`src/rtl/toggle_pulse_gen.sv`:
```
// Push-button conditioner: 2-FF synchronizer, debounce FSM and optional hold-to-repeat, producing
// single-cycle toggle-enable pulses on t plus a wrapping count of the pulses issued.
module toggle_pulse_gen #(
    parameter int unsigned DEBOUNCE_CYCLES = 4,
    parameter int unsigned REPEAT_EN       = 1,
    parameter int unsigned REPEAT_DELAY    = 8,
    parameter int unsigned REPEAT_PERIOD   = 4,
    parameter int unsigned CNT_W           = 8
) (
    input  logic             clk,
    input  logic             reset,
    input  logic             btn_in,
    output logic             t,
    output logic             pressed,
    output logic [CNT_W-1:0] pulse_cnt
);

    typedef enum logic [1:0] {StIdle, StDebPress, StHeld, StDebRelease} state_e;

    localparam logic [CNT_W-1:0] CntOne    = {{(CNT_W-1){1'b0}}, 1'b1};
    localparam logic [CNT_W-1:0] DebLast   = CNT_W'(DEBOUNCE_CYCLES - 1);
    localparam logic [CNT_W-1:0] RptFirst  = CNT_W'(REPEAT_DELAY);
    // Reloading here after each repeat makes the next hit land REPEAT_PERIOD cycles later.
    localparam logic [CNT_W-1:0] RptReload = CNT_W'(REPEAT_DELAY - REPEAT_PERIOD);

    logic             sync1_q, sync2_q;
    state_e           state_q, state_d;
    logic [CNT_W-1:0] dcnt_q, dcnt_d;
    logic [CNT_W-1:0] rcnt_q, rcnt_d;
    logic [CNT_W-1:0] cnt_q, cnt_d;
    logic [CNT_W-1:0] rcnt_inc;
    logic             t_q, t_d;
    logic             pressed_q, pressed_d;
    logic             btn_s;

    assign btn_s = sync2_q;

    always_comb begin
        state_d   = state_q;
        dcnt_d    = dcnt_q;
        rcnt_d    = rcnt_q;
        t_d       = 1'b0;
        pressed_d = pressed_q;
        rcnt_inc  = rcnt_q + CntOne;
        unique case (state_q)
            StIdle: begin
                pressed_d = 1'b0;
                if (btn_s) begin
                    state_d = StDebPress;
                    dcnt_d  = CntOne;
                end
            end
            StDebPress: begin
                if (!btn_s) begin
                    state_d = StIdle;
                end else if (dcnt_q == DebLast) begin
                    state_d   = StHeld;
                    t_d       = 1'b1;
                    pressed_d = 1'b1;
                    rcnt_d    = '0;
                end else begin
                    dcnt_d = dcnt_q + CntOne;
                end
            end
            StHeld: begin
                if (!btn_s) begin
                    // rcnt stays frozen so a release bounce resumes the repeat schedule.
                    state_d = StDebRelease;
                    dcnt_d  = CntOne;
                end else if (rcnt_inc == RptFirst) begin
                    rcnt_d = RptReload;
                    t_d    = (REPEAT_EN != 0);
                end else begin
                    rcnt_d = rcnt_inc;
                end
            end
            StDebRelease: begin
                if (btn_s) begin
                    state_d = StHeld;
                end else if (dcnt_q == DebLast) begin
                    state_d   = StIdle;
                    pressed_d = 1'b0;
                end else begin
                    dcnt_d = dcnt_q + CntOne;
                end
            end
            default: state_d = StIdle;
        endcase
        cnt_d = t_d ? cnt_q + CntOne : cnt_q;
    end

    always_ff @(posedge clk or posedge reset) begin
        if (reset) begin
            sync1_q   <= 1'b0;
            sync2_q   <= 1'b0;
            state_q   <= StIdle;
            dcnt_q    <= '0;
            rcnt_q    <= '0;
            cnt_q     <= '0;
            t_q       <= 1'b0;
            pressed_q <= 1'b0;
        end else begin
            sync1_q   <= btn_in;
            sync2_q   <= sync1_q;
            state_q   <= state_d;
            dcnt_q    <= dcnt_d;
            rcnt_q    <= rcnt_d;
            cnt_q     <= cnt_d;
            t_q       <= t_d;
            pressed_q <= pressed_d;
        end
    end

    assign t         = t_q;
    assign pressed   = pressed_q;
    assign pulse_cnt = cnt_q;

endmodule

```
`config.mk`:
```
export PLATFORM = sky130hd
export DESIGN_NAME = toggle_pulse_gen
export DESIGN_NICKNAME = d
export VERILOG_FILES = /design/src/rtl/toggle_pulse_gen.sv
export SDC_FILE = /design/constraint.sdc
export NUM_CORES = 1
export LEC_CHECK = 0
export CAP_MARGIN = 0
export CELL_PAD_IN_SITES_DETAIL_PLACEMENT = 0
export CELL_PAD_IN_SITES_GLOBAL_PLACEMENT = 1
export CORE_MARGIN = 3
export CORE_UTILIZATION = 45
export DETAILED_ROUTE_END_ITERATION = 8
export PLACE_DENSITY_LB_ADDON = 0.1
export SLEW_MARGIN = 10
export SYNTH_ARGS = -nofsm -noshare
export SYNTH_HDL_FRONTEND = slang
export SYNTH_SLANG_ARGS = --single-unit
export TNS_END_PERCENT = 20
```
`constraint.sdc`:
```
create_clock -name clk -period 2.6 [get_ports clk]
set_input_delay 0.26 -clock clk [delete_from_list [all_inputs] [get_ports clk]]
set_output_delay 0.26 -clock clk [all_outputs]
set_load 0.1 [all_outputs]
```
run_1/gate_families.png
Scale: 8 px per µm.
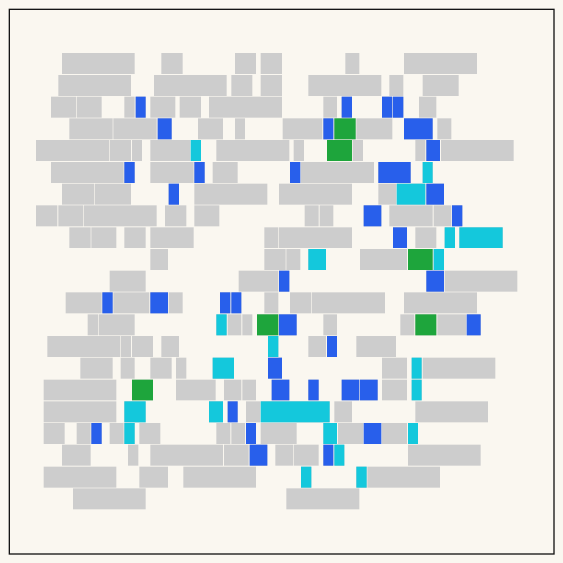
Key: NAND gates = blue [cells 37]; AND-OR and OR-AND gates = green [cells 6]; NOR gates = cyan [cells 21]

run_1/final_congestion.png
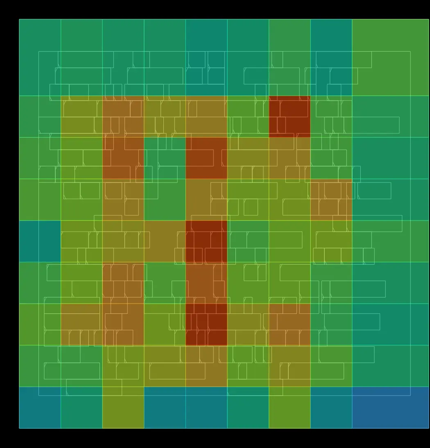
total track usage: 0.161
wire per inst: 13.7 µm
met3 Usage GRT: 0.0476

==> changes_impl.md, run 1 <==
### Physical design

* GR Overflow Total at 0
* Top cell area share at 0.435
* Sum of routed wire segments on met1 at 1660 µm
* Post-CTS Resized at 0
* Final setup viols at 0
* #MultiIn Comb at between 100 and 150
* Hold_ws at approximately 350 ps
* # diodes at 0
* Logic pwr share at 0.460
* CTS Buf Count at 5
* Leak at 0.859 nW
* Layout cell share with drive strength beyond 1 at 0.168
* Internal at about 1 mW
* Async SR Flop Fraction at 1.00
* Final Cell Area at approximately 1900 µm²
* Worst setup endpoint: pulse_cnt[1]
* Status: complete, no violations
* Root Driver: clkbuf_8
* Cell Pwr Density at about 940 nW/µm²
* TritonCTS clock tree: done
* Syn Inst Count at 175
* Final hold vios at 0
* Placed Instances at about 230
* Top logic family: simple AND/OR/NAND/NOR gates
* Vias in the first global route at 1224
* Comb power at 837 µW
* Chip area at 4610 µm²
* Sw frac at 0.450
* Sw power at ~800 µW
* Final ANT Viol Nets at 0
* Pre-CTS setup slack at 406 ps
* Fraction of area in multi-input gates at 0.469
* ClkCell Share at 0.0394
* GR peak layer: met2
* Final worst-path cycle share at 0.848
* Yosys cell types at 42
* Max Clock Freq at approximately 0.45 GHz
* Post-synthesis compound-gate area fraction at 0.177
* FF-to-FF path depth at 6
* Total power at 1.82 mW
* CP bufs+invs at 0
run_1/clock_map.png
Scale: 6 px per µm.
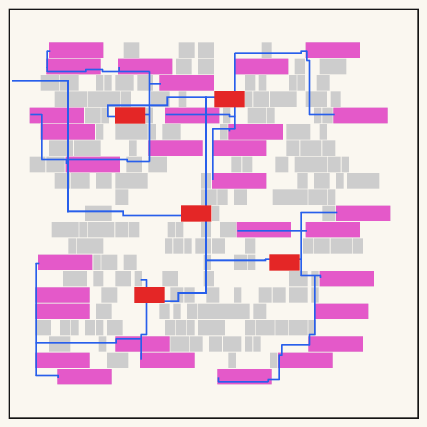
Key: cells driving clock nets = red [count 5]; clock wires = blue [length 391 µm]; flip-flops = magenta [count 30]
There are 6 routed clock nets. Position of the flops: all over the die.

run_1/wire_density.png
Scale: 6 px per µm. The die is cut into 14 by 14 equal tiles; white is low, dark blue is high, scaled to the fullest tile. Values are wire area over tile area, all layers added.
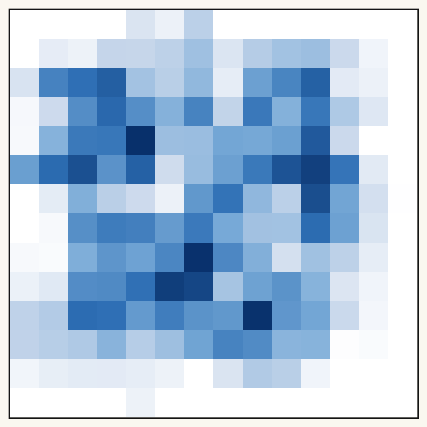

==> inputs of run 2 (changes only) <==
==> constraint.sdc (replaced) <==
create_clock -name clk -period 2.3 [get_ports clk]
set_input_delay 0.23 -clock clk [delete_from_list [all_inputs] [get_ports clk]]
set_output_delay 0.23 -clock clk [all_outputs]
set_load 0.1 [all_outputs]
run_2/wire_density.png
Scale: 6 px per µm. The die is cut into 14 by 14 equal tiles; white is low, dark blue is high, scaled to the fullest tile. Values are wire area over tile area, all layers added.
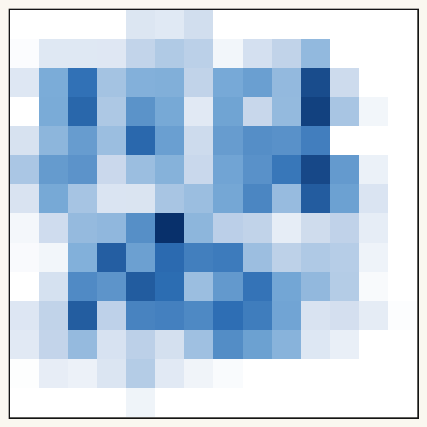
The emptiest ninth of the die: south-east. The densest ninth of the die: center. 26% of the tiles are over half the peak.

run_2/final_congestion.png
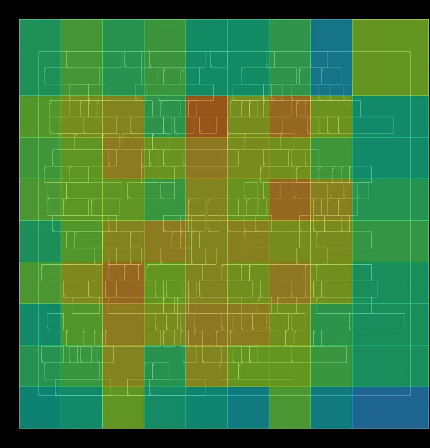
wire per inst: 14.0 µm
met2 usage: 0.256
grt met1 use: 0.234
met3 Usage GRT: 0.0493

run_2/zoom.png
Region (19, 5) to (49, 35) µm. Cells in gray, sequential cells in the stronger gray; small squares are vias.
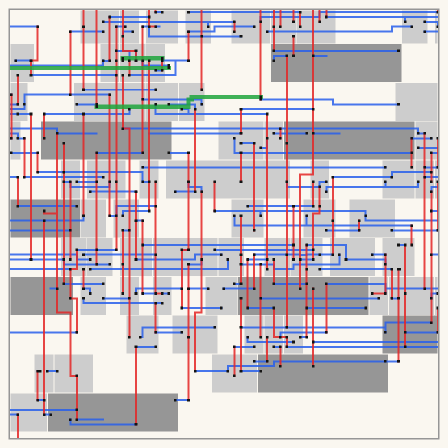
Key: met1 = blue; met2 = red; met3 = green
Most frequent: nand2_1 (7), dfrtp_1 (7). Netlist names of flops here include dcnt_q (5). 63 logic cells have their middle in the window. Sequential cells in the window: 7.

==> run 2 against run 1 <==
Against the previous run: fmax increased by 5.5%; cell area increased by 1.4%; clock power increased by 29%; count of clock-buffer cells in the layout decreased by 1; routed wire length increased by 2.9%; via count increased by 4.9%; critical path type unchanged; critical endpoint unchanged; largest power group unchanged.
==> changes_impl.md, run 2 <==
### Physical design

* Final hold vios at 0
* Worst setup endpoint: pulse_cnt[1]
* Final Cell Area at between 1500 and 2000 µm²
* Top cell area share at 0.435
* GR Overflow Total at 0
* ClkCell Share at 0.0484
* CP bufs+invs at 0
* # diodes at 0
* Layout cell share with drive strength beyond 1 at 0.188
* Final ANT Viol Nets at 0
* Logic pwr share at 0.453
* Sw frac at 0.451
* Pre-CTS setup slack at 196 ps
* Placed Instances at ~230
* Total track usage at 0.169
* Sum of routed wire segments on met1 at 1650 µm
* FF-to-FF path depth at 5
* Yosys cell types at 42
* Vias in the first global route at 1265
* Leak at 0.872 nW
* Final setup viols at 0
* Total power at between 2 and 2.5 mW
* Top logic family: simple AND/OR/NAND/NOR gates
* Chip area at approximately 4600 µm²
* Cell Pwr Density at 1090 nW/µm²
* Sw power at 963 µW
* Post-CTS Resized at 0
* Status: complete, no violations
* #MultiIn Comb at 130
* Internal at 1.17 mW
* Comb power at 966 µW
==> inputs of run 3 (changes only) <==
--- a/config.mk
+++ b/config.mk
@@ -10,6 +10,7 @@
 export CELL_PAD_IN_SITES_GLOBAL_PLACEMENT = 1
 export CORE_MARGIN = 3
 export CORE_UTILIZATION = 45
+export CTS_CLUSTER_DIAMETER = 150
 export DETAILED_ROUTE_END_ITERATION = 8
 export PLACE_DENSITY_LB_ADDON = 0.1
 export SLEW_MARGIN = 10
run_3/wire_density.png
Scale: 6 px per µm. The die is cut into 14 by 14 equal tiles; white is low, dark blue is high, scaled to the fullest tile. Values are wire area over tile area, all layers added.
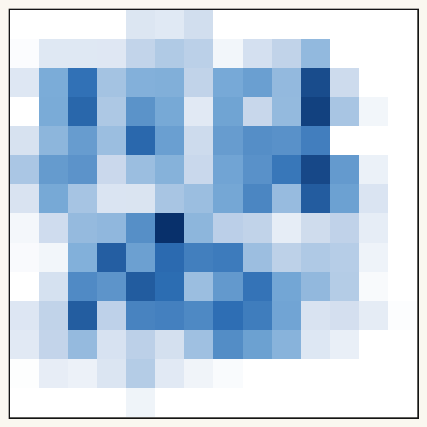
via count of the routed design: 1323
total track usage: 0.169

run_3/gate_families.png
Scale: 8 px per µm.
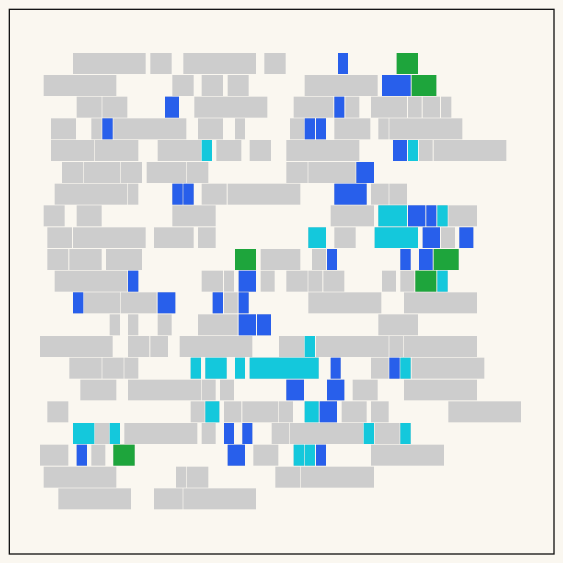
post-route non-filler standard cell count: 238
fraction of area in multi-input gates: 0.463

==> run 3 against run 2 <==
Against the previous run: critical path depth is the same; final cell count is the same; utilization is the same; largest power group unchanged; worst setup slack is the same; via count is the same; area after synthesis is the same; worst hold slack is the same; sequential power is essentially flat; non-clock buffer count is the same; highest routed layer unchanged; routed wire length is the same; power is the same.
==> changes_impl.md, run 3 <==
### Physical design

* Status: complete, no violations
* FF-to-FF path depth at 5
* Final ANT Viol Nets at 0
* Layout cell share with drive strength beyond 1 at 0.188
* GR Overflow Total at 0
* Logic pwr share at 0.453
* CP bufs+invs at 0
* ClkCell Share at 0.0484
* TritonCTS clock tree: done
* Worst setup endpoint: pulse_cnt[1]
* Leak at approximately 0.87 nW
* Met2 usage at 0.256
* #MultiIn Comb at 130
* Final worst-path cycle share at 0.909
* Top logic family: simple AND/OR/NAND/NOR gates
* Pre-CTS setup slack at around 200 ps
* Sum of routed wire segments on met1 at 1650 µm
* Syn Inst Count at about 180
* Final Cell Area at 1960 µm²
* # diodes at 0
* Cell Pwr Density at 1090 nW/µm²
* Sw frac at 0.451
* Wire per inst at 14.0 µm
* Internal at 1.17 mW
run_3/clock_map.png
Scale: 6 px per µm.
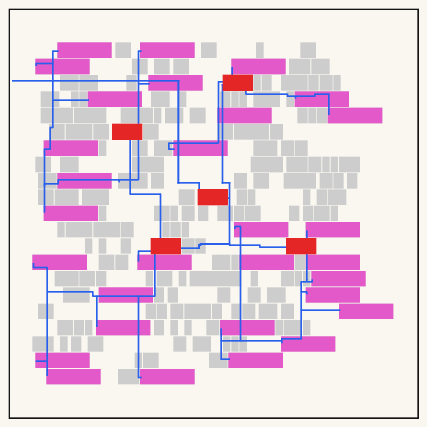
Key: cells driving clock nets = red [count 5]; clock wires = blue [length 402 µm]; flip-flops = magenta [count 30]
Position of the flops: all over the die. There are 6 routed clock nets.

Power figures rest on the tool's default switching activity, not on a simulated workload.
